Figure 1. Cells colored by class.
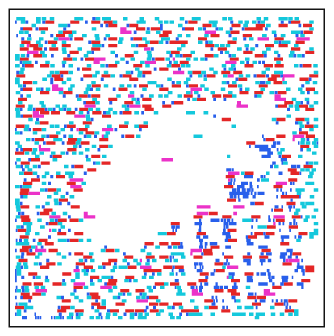
Figure 2. Signal wires by layer.
Only two layers are drawn.
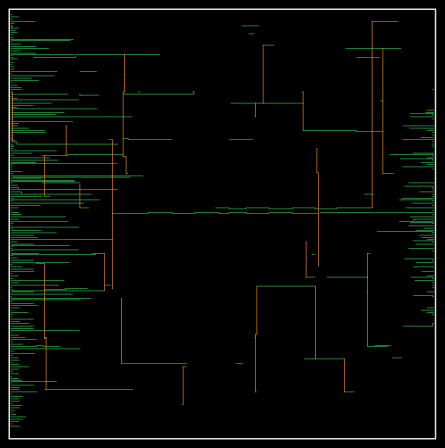
Figure 3. Track usage over the die.
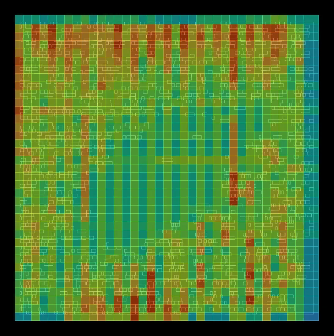
Figure 4. Pin map.
Pins as bars across the die edge, other pins in gray.
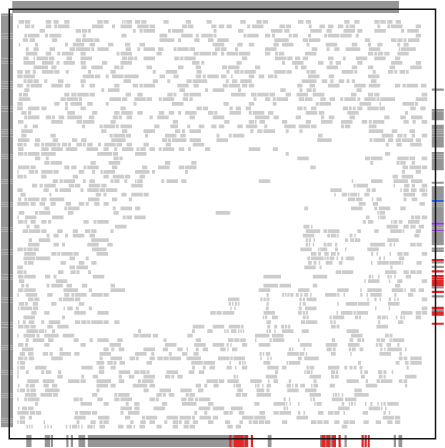
[src/rtl/bfs_pkg.sv]
// Shared types and constants for the BFS update path.
// Lane packing, control codes and the sort issue FSM states.
package bfs_pkg;

  localparam int LANES  = 8;
  localparam int LANE_W = 33;
  localparam int BEAT_W = LANES * LANE_W;

  localparam logic [1:0] CTRL_NONE  = 2'b00;
  localparam logic [1:0] CTRL_SCAN  = 2'b01;
  localparam logic [1:0] CTRL_MERGE = 2'b10;
  localparam logic [1:0] CTRL_FLUSH = 2'b11;

  typedef enum logic [1:0] {
    S_IDLE,
    S_RUN,
    S_DRAIN,
    S_DONE
  } sort_issue_state_t;

endpackage

[src/rtl/sort_issue_ctrl_credit_counter.sv]
// Up/down credit counter for the FIFO behind the sort pipeline.
// Starts full, saturates at DEPTH, flags zero credits.
module credit_counter #(
  parameter int DEPTH = 16,
  parameter int CW    = 5
) (
  input  logic clk,
  input  logic rst,
  input  logic dec,
  input  logic inc,
  output logic zero
);

  localparam logic [CW-1:0] MAX = CW'(DEPTH);

  logic [CW-1:0] count;

  // take a credit per issued beat, return one per FIFO pop
  always_ff @(posedge clk) begin
    if (rst) begin
      count <= MAX;
    end else if (dec && !inc) begin
      count <= count - 1'b1;
    end else if (inc && !dec && count != MAX) begin
      count <= count + 1'b1;
    end
  end

  assign zero = (count == '0);

  // a pop with the FIFO already fully credited means lost accounting
  always_ff @(posedge clk) begin
    if (!rst) begin
      assert (!(inc && !dec && count == MAX));
      assert (!(dec && !inc && count == '0));
    end
  end

endmodule

[src/rtl/sort_issue_ctrl.sv]
// Meters 8-lane update beats into the sort pipeline against FIFO credits.
// Optional stall statistics under SORT_ISSUE_STATS_EN.
module sort_issue_ctrl
  import bfs_pkg::*;
#(
  parameter int FIFO_DEPTH = 16,
  parameter int PIPE_LAT   = 6,
  parameter int CW         = 5
) (
  input  logic              clk,
  input  logic              rst,
  input  logic              start,
  input  logic [1:0]        phase_ctrl,
  input  logic              in_valid,
  output logic              in_ready,
  input  logic              in_last,
  input  logic [BEAT_W-1:0] in_data,
  output logic [BEAT_W-1:0] sort_data,
  output logic              sort_word_in_valid,
  output logic              sort_last_input,
  output logic [1:0]        sort_control,
  output logic [31:0]       sort_th,
  input  logic              sort_valid_out,
  input  logic              sort_last_out,
  input  logic              fifo_pop,
  output logic              busy,
  output logic              phase_done,
  output logic [31:0]       beats_issued,
  output logic [31:0]       stall_cycles
);

  if (FIFO_DEPTH >= (1 << CW) || PIPE_LAT < 1) begin : g_cfg_err
    $error("sort_issue_ctrl: bad FIFO_DEPTH/CW/PIPE_LAT");
  end

  sort_issue_state_t state;
  logic              cred_zero;
  logic              fire;

  assign in_ready = (state == S_RUN) && !cred_zero;
  assign fire     = in_valid && in_ready;
  assign busy     = (state != S_IDLE);

  credit_counter #(
    .DEPTH (FIFO_DEPTH),
    .CW    (CW)
  ) u_cred (
    .clk  (clk),
    .rst  (rst),
    .dec  (fire),
    .inc  (fifo_pop),
    .zero (cred_zero)
  );

  // phase FSM plus the issue register feeding the sort lanes
  always_ff @(posedge clk) begin
    if (rst) begin
      state              <= S_IDLE;
      sort_data          <= '0;
      sort_word_in_valid <= 1'b0;
      sort_last_input    <= 1'b0;
      sort_control       <= CTRL_NONE;
      sort_th            <= '0;
      phase_done         <= 1'b0;
      beats_issued       <= '0;
    end else begin
      sort_data          <= fire ? in_data : '0;
      sort_word_in_valid <= fire;
      sort_last_input    <= fire && in_last;
      phase_done         <= 1'b0;
      if (fire) begin
        sort_th      <= beats_issued;
        beats_issued <= beats_issued + 32'd1;
      end
      unique case (state)
        S_IDLE: begin
          if (start) begin
            state        <= S_RUN;
            sort_control <= phase_ctrl;
            beats_issued <= '0;
            sort_th      <= '0;
          end
        end
        S_RUN: begin
          if (fire && in_last) state <= S_DRAIN;
        end
        S_DRAIN: begin
          if (sort_valid_out && sort_last_out) begin
            state      <= S_DONE;
            phase_done <= 1'b1;
          end
        end
        S_DONE: begin
          state        <= S_IDLE;
          sort_control <= CTRL_NONE;
        end
        default: state <= S_IDLE;
      endcase
    end
  end

`ifdef SORT_ISSUE_STATS_EN
  logic [31:0] stall_q;

  // cycles where upstream had a beat but credits were exhausted
  always_ff @(posedge clk) begin
    if (rst) begin
      stall_q <= '0;
    end else if (state == S_IDLE && start) begin
      stall_q <= '0;
    end else if (state == S_RUN && in_valid && !in_ready
                 && stall_q != 32'hFFFF_FFFF) begin
      stall_q <= stall_q + 32'd1;
    end
  end

  assign stall_cycles = stall_q;
`else
  assign stall_cycles = '0;
`endif

endmodule

[config.mk]
export PLATFORM = sky130hd
export DESIGN_NAME = sort_issue_ctrl
export DESIGN_NICKNAME = d
export VERILOG_FILES = /design/src/rtl/bfs_pkg.sv /design/src/rtl/sort_issue_ctrl_credit_counter.sv /design/src/rtl/sort_issue_ctrl.sv
export SDC_FILE = /design/constraint.sdc
export NUM_CORES = 1
export LEC_CHECK = 0
export CELL_PAD_IN_SITES_DETAIL_PLACEMENT = 0
export CELL_PAD_IN_SITES_GLOBAL_PLACEMENT = 1
export CORE_AREA = 4 4 250 252
export DETAILED_ROUTE_END_ITERATION = 8
export DIE_AREA = 0 0 254 256
export PLACE_DENSITY_LB_ADDON = 0.1
export SETUP_SLACK_MARGIN = 0.15
export SLEW_MARGIN = 20
export SYNTH_ARGS = -nofsm -noshare
export SYNTH_HDL_FRONTEND = slang
export SYNTH_HIERARCHICAL = 1
export SYNTH_SLANG_ARGS = --single-unit
[constraint.sdc]
create_clock -name clk -period 3.71 [get_ports clk]
set_clock_uncertainty 0.05 [all_clocks]
set_input_delay 0.9275 -clock clk [delete_from_list [all_inputs] [get_ports clk]]
set_output_delay 0.9275 -clock clk [all_outputs]
set_load 0.05 [all_outputs]
==> metrics.yaml <==
status:
  outcome: "completed"
critical_path:
  critPathCapture: "in_ready"
  critPathKind: "flip-flop to output pin"
  reg2reg_from: "u_cred/count[1]$_SDFFE_PP0P_"
  critical_path.max_stage_delay_ns: 0.73
  reg2reg_to: "u_cred/count[2]$_SDFFE_PP0P_"
  crit_top_cell: "nor2b_1"
  rrSetupSlack_ns: 0.96
  cp_slowest_cell: "clkdlybuf4s50_1"
  required_ns: 2.73
  critPathArrivalTime_ns: 2.45
power_and_ir_drop:
  peakVddDrop_uv: 329
  p_leak_uw: 0.00705
timing:
  rsz0062_at_grt: "no"
  relSlewSlack_pct: 51.8
  tns_ns: 0
  worst_pin_slew_ns: 0.720
  whs_ns: 0.403
  setup_viol: 0
  period_needed_ns: 3.43
logic_synthesis:
  ys_seq_elements: 340
  edf_count: 0
  yosys.stat.chipArea_sq_mm: 0.0107
  ys_types: 51
  ys_seq_share_pct: 63.7
  top_cells_by_area: "dfxtp_1 64%, and2_1 16%, nand2_1 2.8%, a21oi_1 2.7%, buf_4 2.2%"
  top_area_share_pct: 63.7
  ff_type: "dfxtp_1"
  postSynthAreaPerCell_sq_um: 10.8
global_routing:
  grt_max_degree: 105
  grt_pass1_vias: 8894
  grt_overflow: 0
die:
  fp_util_pct: 17.8
  core_area_sq_mm: 0.0601
  io_pins: 641
  rows: 90
cts:
  cts_tree: "yes"
  htree_levels: 2
  clock-sinks: 340
  clock_latency_ns: 0.55
  ctsResizeCount: 0
route:
  drtIter0Drc: 331
  drt_pass1_iterations: 4
  avgRoutedWirePerCell_microns: 19.3
  drc: 0
cells_and_area:
  fillers: 6259
job:
  maxCapViolCount: 0
placement:
  place_hpwl_microns: 36000
  placed_cell_area_sq_mm: 0.0175
## Picture notes: Figure 1
legend:
  cyan:
    class: other buffers and delay cells
    cells: 619
    share_of_their_area: 35%
  blue:
    class: all other logic
    cells: 593
    share_of_their_area: 20%
  magenta:
    class: clock drivers and dummy loads
    cells: 76
    share_of_their_area: 7.7%
  red:
    class: flip-flops
    cells: 340
    share_of_their_area: 38%
flop share of the area: 36.0%
Final Instance Area: 0.0189 sq mm
final cell utilization of the core: 31.4%

## Picture notes: Figure 2
legend:
  green:
    layer: met3
    wire_length: 4,400 microns
  orange:
    layer: met4
    wire_length: 939 microns
Tot GR Track Use: 13.6%
drt total wl: 46,400 microns

## Picture notes: Figure 3
met2 Resource Use GR: 25.9%
Most Used Layer, Global Route: met2
global routing usage on met3: 5.88%
GR Layer Usage met1: 13.4%

## Picture notes: Figure 4
legend:
  purple:
    port: phase_ctrl
    pins: 2
    direction: input
    edge: right
  blue:
    port: in_last
    pins: 1
    direction: input
    edge: right
  red:
    port: beats_issued
    pins: 32
    direction: output
    edge: 20 bottom, 12 right
Die Wd: 254 microns
die height: 256 microns

-- area by class of cell --
| cell class | instances | area [sq um] | area share, % |
|---|---|---|---|
| clock inverter | 7 | 96.3 | 0.510 |
| timing repair buffer | 619 | 6220 | 32.9 |
| inverter | 12 | 45.0 | 0.238 |
| multi-input combinational | 581 | 3470 | 18.4 |
| tap | 782 | 978 | 5.18 |
| antenna | 1 | 2.50 | 0.0132 |
| clock buffer | 69 | 1280 | 6.79 |
| sequential | 340 | 6810 | 36.0 |
-- registers in the layout, summed over array words and instances, names as in the netlist, 2 cells and up --
name          cells
beats_issued     32
sort_control      2
sort_data       264
sort_th          32
state             2
u_cred/count      5
-- critical path, delay by kind of cell, from the launching register on --
kind          cells  cell delay, ns
buf+inv           1            0.73
flops             1            0.39
simple gates      3            0.77
-- logic make-up after synthesis --
| group | synth area share, % |
|---|---|
| simple gates | 24.0 |
| flops | 63.7 |
| buf+inv | 4.97 |
| compound gates | 5.24 |
| xor+xnor | 0.902 |
| fa+ha+maj | 0.820 |
| mux | 0.281 |
| other cells | 0.0351 |
-- worst min-delay path by stage --
stage | from | end | slack, ns | cells after the start
after floorplan | u_cred/count[0]$_SDFFE_PP0P_ | u_cred/count[0]$_SDFFE_PP0P_ | 0.44 | 2
after detailed placement | sort_th[1]$_SDFF_PP0_ | sort_th[1]$_SDFF_PP0_ | 0.40 | 2
after global routing | sort_th[1]$_SDFF_PP0_ | sort_th[1]$_SDFF_PP0_ | 0.42 | 2
final | sort_th[6]$_SDFF_PP0_ | sort_th[6]$_SDFF_PP0_ | 0.40 | 2
after CTS | sort_th[1]$_SDFF_PP0_ | sort_th[1]$_SDFF_PP0_ | 0.41 | 2
after global placement | sort_th[24]$_SDFF_PP0_ | sort_th[24]$_SDFF_PP0_ | 0.40 | 2
-- layout by cell type (no fill, tap or decap), types with 2 or more instances in the layout --
cell               n
o21ai_0            9
o31a_1             2
or3_1              9
or4_1             12
inv_6              3
mux2i_1            3
and4_1             4
a21oi_1           57
nand2_1           81
nor2b_1            3
xor2_1             7
a31oi_1            4
xnor2_1            4
and3_1             4
clkbuf_1          15
conb_1            32
buf_12             4
inv_2              2
and2_1           267
a22oi_1            2
nand3_1            8
nand4_4            2
clkbuf_16         43
clkbuf_8          11
buf_4              7
clkdlybuf4s50_1  608
nand4_1           11
nor2_1            15
bufinv_16          2
clkinv_2           2
inv_1             10
o31ai_1           12
dfxtp_1          340
nor3_1             4
ha_1               7
-- metal layers --
metal  up-vias  routed length [microns]
met5         -                       21
met3        63                     4400
met4         4                      938
met1      4098                    16100
li1       4353                        -
met2       334                    25000
-- through the flow --
step           total power (uW)  worst slack, ns  std cells  util (%)
2_1_floorplan              5400            0.718       1017         -
3_3_place_gp               6350            0.524       2334      29.1
3_5_place_dp               6340            0.471       2334      29.1
4_1_cts                   10600            0.234       2410      31.4
5_1_grt                   10800            0.178       2410      31.4
6_report                  10400            0.283       2411      31.4
-- where the power goes --
part | switching, uW | internal [uW]
logic | 1420 | 838
clock network | 1630 | 2500
registers | 89.2 | 3880
Power and IR drop assume default switching activity.
